**config.mk**
```make
export PLATFORM = sky130hd
export DESIGN_NAME = alu_shift_pipe_flat
export DESIGN_NICKNAME = d
export VERILOG_FILES = /design/src/rtl/alu_shift_pipe_if.sv /design/src/rtl/alu_shift_pipe.sv /design/src/flat_wrapper.sv
export SDC_FILE = /design/constraint.sdc
export NUM_CORES = 1
export LEC_CHECK = 0
export ABC_AREA = 0
export CORE_MARGIN = 2
export CORE_UTILIZATION = 30
export DETAILED_ROUTE_END_ITERATION = 10
export SYNTH_ARGS = -nofsm -noshare
export SYNTH_HDL_FRONTEND = slang
export SYNTH_SLANG_ARGS = --single-unit
```
**constraint.sdc**
```tcl
create_clock -name clk -period 3.07 [get_ports clk]
set_input_delay 0.614 -clock clk [delete_from_list [all_inputs] [get_ports clk]]
set_output_delay 0.614 -clock clk [all_outputs]
set_load 0.05 [all_outputs]
```
**src/rtl/alu_shift_pipe_if.sv**
```systemverilog
// Operand-issue / result-writeback bus for alu_shift_pipe.
// The slave modport is the datapath's view; master is the view of the block driving it.
interface alu_shift_pipe_if #(
  parameter int WIDTH = 8,
  parameter int SHW   = 3
);
  // issue side
  logic             in_valid;
  logic             in_ready;
  logic [WIDTH-1:0] A;
  logic [WIDTH-1:0] B;
  logic [2:0]       S;
  logic             Cin;
  logic [1:0]       H;
  logic [SHW-1:0]   shamt;
  // writeback side
  logic             out_valid;
  logic             out_ready;
  logic [WIDTH-1:0] O;
  logic             Cout;
  logic             zero;
  logic             neg;
  logic             ovf;

  modport slave (
    input  in_valid, A, B, S, Cin, H, shamt, out_ready,
    output in_ready, out_valid, O, Cout, zero, neg, ovf
  );

  modport master (
    output in_valid, A, B, S, Cin, H, shamt, out_ready,
    input  in_ready, out_valid, O, Cout, zero, neg, ovf
  );
endinterface

```
**src/rtl/alu_shift_pipe.sv**
```systemverilog
// Two-stage ALU + barrel shifter with valid/ready on both sides.
// Stage 1 registers the ALU result, carry and overflow; stage 2 registers the
// shifted result with zero/neg flags. Full throughput under a skid-free
// pipeline-advance scheme: a stage loads whenever it is empty or its
// downstream is advancing.
module alu_shift_pipe #(
  parameter int WIDTH = 8,
  parameter int SHW   = 3
) (
  input logic              clk,
  input logic              reset,
  alu_shift_pipe_if.slave  bus
);

  generate
    if ((2 ** SHW) != WIDTH) begin : g_bad_shw
      $error("alu_shift_pipe: 2**SHW must equal WIDTH");
    end
    if ((WIDTH < 4) || ((WIDTH & (WIDTH - 1)) != 0)) begin : g_bad_width
      $error("alu_shift_pipe: WIDTH must be a power of two >= 4");
    end
  endgenerate

  localparam int MSB = WIDTH - 1;

  localparam logic [2:0] OP_ADD  = 3'b000;
  localparam logic [2:0] OP_SUB  = 3'b001;
  localparam logic [2:0] OP_AND  = 3'b010;
  localparam logic [2:0] OP_OR   = 3'b011;
  localparam logic [2:0] OP_XOR  = 3'b100;
  localparam logic [2:0] OP_NOT  = 3'b101;
  localparam logic [2:0] OP_INC  = 3'b110;
  localparam logic [2:0] OP_PASS = 3'b111;

  localparam logic [1:0] SH_PASS = 2'b00;
  localparam logic [1:0] SH_LSL  = 2'b01;
  localparam logic [1:0] SH_LSR  = 2'b10;
  localparam logic [1:0] SH_ASR  = 2'b11;

  // pipeline control
  logic s1_valid;
  logic s2_valid;
  logic s1_adv;
  logic s2_adv;

  // stage 1 registers
  logic [WIDTH-1:0] s1_r;
  logic             s1_c;
  logic             s1_v;
  logic [1:0]       s1_h;
  logic [SHW-1:0]   s1_sh;

  // stage 2 registers
  logic [WIDTH-1:0] s2_o;
  logic             s2_c;
  logic             s2_v;
  logic             s2_z;
  logic             s2_n;

  // ALU combinational results
  logic [WIDTH:0]   alu_sum;
  logic [WIDTH:0]   a_ext;
  logic [WIDTH:0]   cin_ext;
  logic [WIDTH-1:0] alu_r;
  logic             alu_c;
  logic             alu_v;

  // shifter combinational result
  logic [WIDTH-1:0] sh_o;

  // Advance conditions: each stage moves when it is empty or the next one moves.
  always_comb begin
    s2_adv = !s2_valid || bus.out_ready;
    s1_adv = !s1_valid || s2_adv;
  end

  assign bus.in_ready = s1_adv;

  // ALU: arithmetic in WIDTH+1 bits so the carry falls out as the top bit.
  always_comb begin
    a_ext   = {1'b0, bus.A};
    cin_ext = {{WIDTH{1'b0}}, bus.Cin};
    alu_sum = '0;
    alu_r   = '0;
    alu_c   = 1'b0;
    alu_v   = 1'b0;
    case (bus.S)
      OP_ADD: begin
        alu_sum = a_ext + {1'b0, bus.B} + cin_ext;
        alu_r   = alu_sum[WIDTH-1:0];
        alu_c   = alu_sum[WIDTH];
        alu_v   = (bus.A[MSB] == bus.B[MSB]) && (alu_r[MSB] != bus.A[MSB]);
      end
      OP_SUB: begin
        alu_sum = a_ext + {1'b0, ~bus.B} + cin_ext;
        alu_r   = alu_sum[WIDTH-1:0];
        alu_c   = alu_sum[WIDTH];
        alu_v   = (bus.A[MSB] != bus.B[MSB]) && (alu_r[MSB] != bus.A[MSB]);
      end
      OP_AND:  alu_r = bus.A & bus.B;
      OP_OR:   alu_r = bus.A | bus.B;
      OP_XOR:  alu_r = bus.A ^ bus.B;
      OP_NOT:  alu_r = ~bus.A;
      OP_INC: begin
        alu_sum = a_ext + {{WIDTH{1'b0}}, 1'b1};
        alu_r   = alu_sum[WIDTH-1:0];
        alu_c   = alu_sum[WIDTH];
        // +1 is positive, so overflow only when a positive A wraps negative
        alu_v   = !bus.A[MSB] && alu_r[MSB];
      end
      OP_PASS: alu_r = bus.B;
      default: alu_r = '0;
    endcase
  end

  // Stage 1: capture ALU result and shift controls when the stage advances.
  always_ff @(posedge clk or posedge reset) begin
    if (reset) begin
      s1_valid <= 1'b0;
      s1_r     <= '0;
      s1_c     <= 1'b0;
      s1_v     <= 1'b0;
      s1_h     <= '0;
      s1_sh    <= '0;
    end else if (s1_adv) begin
      s1_valid <= bus.in_valid;
      if (bus.in_valid) begin
        s1_r  <= alu_r;
        s1_c  <= alu_c;
        s1_v  <= alu_v;
        s1_h  <= bus.H;
        s1_sh <= bus.shamt;
      end
    end
  end

  // Barrel shifter on the stage-1 result.
  always_comb begin
    sh_o = s1_r;
    case (s1_h)
      SH_PASS: sh_o = s1_r;
      SH_LSL:  sh_o = s1_r << s1_sh;
      SH_LSR:  sh_o = s1_r >> s1_sh;
      SH_ASR:  sh_o = $signed(s1_r) >>> s1_sh;
      default: sh_o = s1_r;
    endcase
  end

  // Stage 2: capture shifted result and flags; holds while stalled downstream.
  always_ff @(posedge clk or posedge reset) begin
    if (reset) begin
      s2_valid <= 1'b0;
      s2_o     <= '0;
      s2_c     <= 1'b0;
      s2_v     <= 1'b0;
      s2_z     <= 1'b0;
      s2_n     <= 1'b0;
    end else if (s2_adv) begin
      s2_valid <= s1_valid;
      if (s1_valid) begin
        s2_o <= sh_o;
        s2_c <= s1_c;
        s2_v <= s1_v;
        s2_z <= (sh_o == '0);
        s2_n <= sh_o[MSB];
      end
    end
  end

  assign bus.out_valid = s2_valid;
  assign bus.O         = s2_o;
  assign bus.Cout      = s2_c;
  assign bus.zero      = s2_z;
  assign bus.neg       = s2_n;
  assign bus.ovf       = s2_v;

endmodule

```
**src/flat_wrapper.sv**
```systemverilog
// flat-port wrapper written by rule: the top's interface ports become plain ports
module alu_shift_pipe_flat 
#(
  parameter int WIDTH = 8,
  parameter int SHW   = 3
)
  (clk, reset, bus_in_valid, bus_A, bus_B, bus_S, bus_Cin, bus_H, bus_shamt, bus_out_ready, bus_in_ready, bus_out_valid, bus_O, bus_Cout, bus_zero, bus_neg, bus_ovf);
  alu_shift_pipe_if #(.WIDTH(WIDTH), .SHW(SHW)) bus_i ();
  input logic clk;
  input logic reset;
  input wire logic [$bits(bus_i.in_valid)-1:0] bus_in_valid;
  input wire logic [$bits(bus_i.A)-1:0] bus_A;
  input wire logic [$bits(bus_i.B)-1:0] bus_B;
  input wire logic [$bits(bus_i.S)-1:0] bus_S;
  input wire logic [$bits(bus_i.Cin)-1:0] bus_Cin;
  input wire logic [$bits(bus_i.H)-1:0] bus_H;
  input wire logic [$bits(bus_i.shamt)-1:0] bus_shamt;
  input wire logic [$bits(bus_i.out_ready)-1:0] bus_out_ready;
  output wire logic [$bits(bus_i.in_ready)-1:0] bus_in_ready;
  output wire logic [$bits(bus_i.out_valid)-1:0] bus_out_valid;
  output wire logic [$bits(bus_i.O)-1:0] bus_O;
  output wire logic [$bits(bus_i.Cout)-1:0] bus_Cout;
  output wire logic [$bits(bus_i.zero)-1:0] bus_zero;
  output wire logic [$bits(bus_i.neg)-1:0] bus_neg;
  output wire logic [$bits(bus_i.ovf)-1:0] bus_ovf;
  assign bus_i.in_valid = bus_in_valid;
  assign bus_i.A = bus_A;
  assign bus_i.B = bus_B;
  assign bus_i.S = bus_S;
  assign bus_i.Cin = bus_Cin;
  assign bus_i.H = bus_H;
  assign bus_i.shamt = bus_shamt;
  assign bus_i.out_ready = bus_out_ready;
  assign bus_in_ready = bus_i.in_ready;
  assign bus_out_valid = bus_i.out_valid;
  assign bus_O = bus_i.O;
  assign bus_Cout = bus_i.Cout;
  assign bus_zero = bus_i.zero;
  assign bus_neg = bus_i.neg;
  assign bus_ovf = bus_i.ovf;
  alu_shift_pipe #(.WIDTH(WIDTH), .SHW(SHW)) u_core (.clk(clk), .reset(reset), .bus(bus_i));
endmodule
```
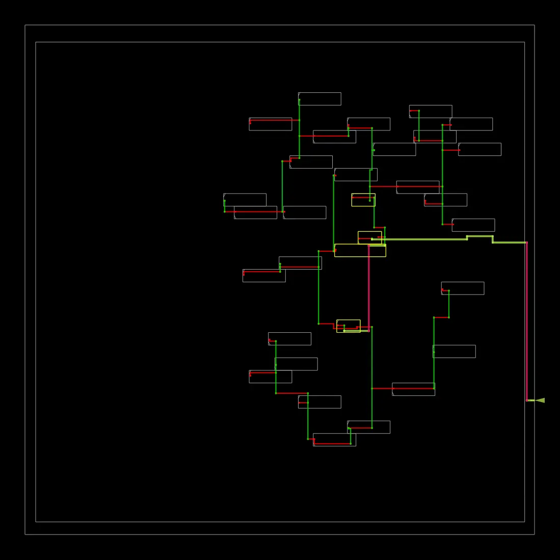
Figure 1: the clock network.
Late-Pin Clk Latency: 290 ps
CLK BUF: 3
Setup Skew: 8.94 ps
CTS sink count: 28
CTS buffer count: 3

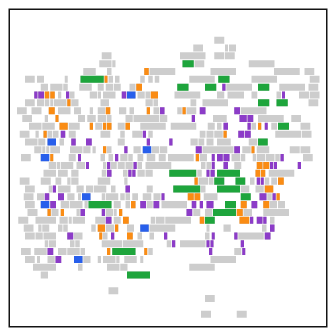
Figure 2: selected gate families.
| family | colour | cells | most used |
|---|---|---|---|
| nor cells | orange | 50 | nor2_1 |
| xor and xnor cells | blue | 8 | xnor2_1 |
| mux cells | green | 23 | mux2_2 |
| nand cells | purple | 83 | nand2_1 |
most numerous logic cell after layout: nand2_1
combinational share of cell area: 58.4%
non-filler instance count after layout: 607

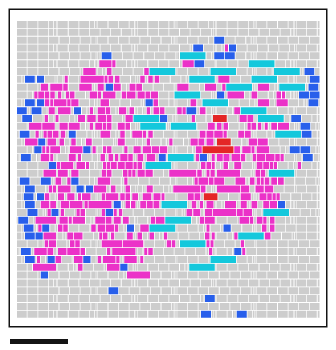
Figure 3: placement by cell class.
Scale bar: 20 um. Fill, decap, tap and diode cells in grey.
| class | colour | cells |
|---|---|---|
| combinational and other logic | magenta | 362 |
| sequential cells | cyan | 28 |
| remaining buffers and delay cells | blue | 73 |
| clock drivers and dummy loads | red | 4 |
Final Util: 37.9%
core region area: 10900 sq um
Seq/total area: 17.0%

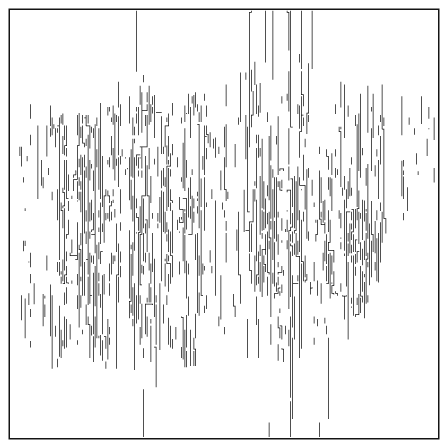
Figure 4: M2 wires.
longest straight run: 36.4 um
share of all routed wire: 47%

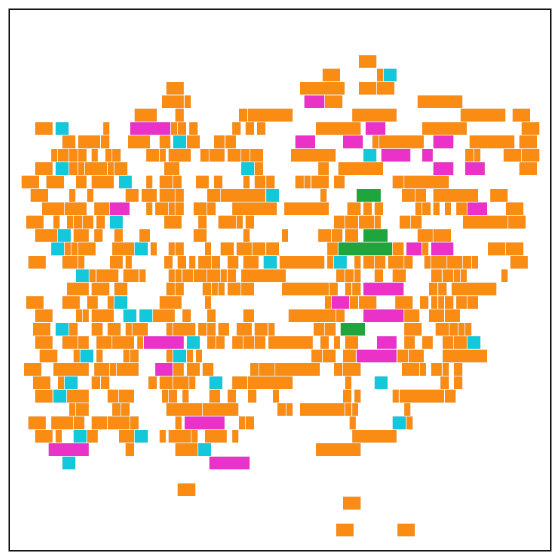
Figure 5: sizing map.
| size | colour | cells | share |
|---|---|---|---|
| _2 cells | magenta | 24 | 5.1% |
| _0 and _1 cells | orange | 407 | 87% |
| _3 and _4 cells | cyan | 32 | 6.9% |
| _6 and larger | green | 4 | 0.86% |
worst setup margin: 242 ps
Layout area overhead: 22.8%
fin area: 4120 sq um
number of non-clock buffers: 73

==> results.cfg <==
; physical design summary
[drt]
vias = 3282
met1_length_um = 4330
wl_met2_um = 4360
drt_iter0_markers = 240
dr.max_layer_used = met4
wl_met3_um = 451
post-route-drc-count = 0
drt-total-wl_um = 9290
dr.pass1.iters = 4
detail_route.wl_per_cell_um = 15.3
ant_nets = 0

[finish]
seq_cell_count = 28
nets = 526
clk_share_pct = 1.73
buf_share_pct = 15.8
inv_count = 31
biggestCellCategory = combinational gates
logic_area_sq_um = 2410
n_antenna_cell = 0
drive_above_1_share_pct = 12.8
regMostFlops = u_core.s1_r
comb_cells = 331
largest_reg_flops = 8
seq_area_sq_um = 701

[clock_network]
htreeDepth = 1
ctsResizeCount = 0
cts_tree = yes
cts_root_buf = clkbuf_8

[power]
p_sw_mw = 0.803
p_total_mw = 1.85
peakVddDrop_mv = 0.368
p_leak_nw = 1.71
swShare_pct = 43.4
power_leader = combinational cells
pg_clk_mw = 0.307
powerComb_mw = 0.981
p_per_area_nw_per_um2 = 449
clkPwrFrac_pct = 16.6

[sta]
period_needed_ps = 2830
whs_ps = 508
fin_tns_setup_ps = 0
rsz0062_at_grt = no
setup_viol = 0
slew_headroom_pct = 49.0
drv_slew = 0
min_period_over_period_pct = 92.1
fmax_mhz = 354

[logic_synthesis]
synth_top_area_share_pct = 20.9
syn_avg_cell_area_sq_um = 7.97
top_cells_by_count = nand2_1, a21oi_1, inv_1, dfrtp_1, o21ai_0
ys_sh_xor_pct = 2.09
topCellsByArea = dfrtp_1, ha_1, nand2_1, mux4_2, a21oi_1
ys_sh_mux_pct = 10.8
ys_sh_aoi_pct = 25.3
ys_top_logic_family = AND-OR/OR-AND gates
synth_cell_types = 65
edf_count = 0
ff_type = dfrtp_1
synth-async-reset-ratio_pct = 100
netlist_instances = 421
synth_seq_share_pct = 20.9
ys_sh_simple_pct = 21.8
yosysWarningCount = 0
ys_sh_adder_pct = 11.7

[floorplan]
ios = 43
tapCellCount = 140
die_h_um = 110
chipArea_sq_um = 12000
die_w_um = 110
initial_core_util_pct = 30.8
rows = 38

[place]
pre_cts_slack_ps = -136
place_area_sq_um = 4050
place_congestion = 0.865
port_buffers = 42
placed_cells = 603

[worst_setup_path]
arrival_ps = 3060
r2r_slack_ps = 550
worstSetupEndpoint = u_core.s1_r[6]$_DFFE_PP0P_
crit_path_start = bus_Cin
reg2reg_depth = 6
critPathCaptureType = register
path_class = in2reg
r2r-start = u_core.s1_sh[1]$_DFFE_PP0P_
required_ps = 3300

[worst_hold_path]
holdPathEnd = u_core.s1_v$_DFFE_PP0P_
min_path_type = reg2reg
min_from = u_core.s1_v$_DFFE_PP0P_
hold_path_depth = 2

[grt]
gr-usage-all-layers_pct = 16.2
top_usage_layer = met2
met3_usage_pct = 1.13
grt_antenna_before_repair = 0
grt.overflow.total = 0
grtUsageMet2_pct = 27.0
global_route.usage.met1_pct = 22.5

[flow_run]
max_cap_viol_count = 0
tool_warnings = 42

[status]
status = finished, final reports clean
==> critical path, stage by stage <==
cell	delay [ps]
clkdlybuf4s50_1	450
inv_1	60
fa_1	480
fa_1	410
o21ba_2	230
o21ai_1	190
a21oi_1	130
o21bai_1	180
a221o_1	170
o211a_1	140
==> cells in the final DEF (no fill, tap or decap), types with 4 or more instances in the layout <==
cell type,instances
nand2_1,44
clkdlybuf4s50_1,41
buf_4,32
a21oi_1,31
inv_1,30
dfrtp_1,28
o21ai_0,26
ha_1,25
nor2_1,23
nand2b_1,18
nand3_1,13
nor3_1,10
nor2b_1,9
mux2_2,9
a211oi_1,8
o211ai_1,7
mux4_2,7
xnor2_1,7
o31ai_1,6
nand4_1,5
mux2i_1,5
and2_1,4
a31oi_1,4
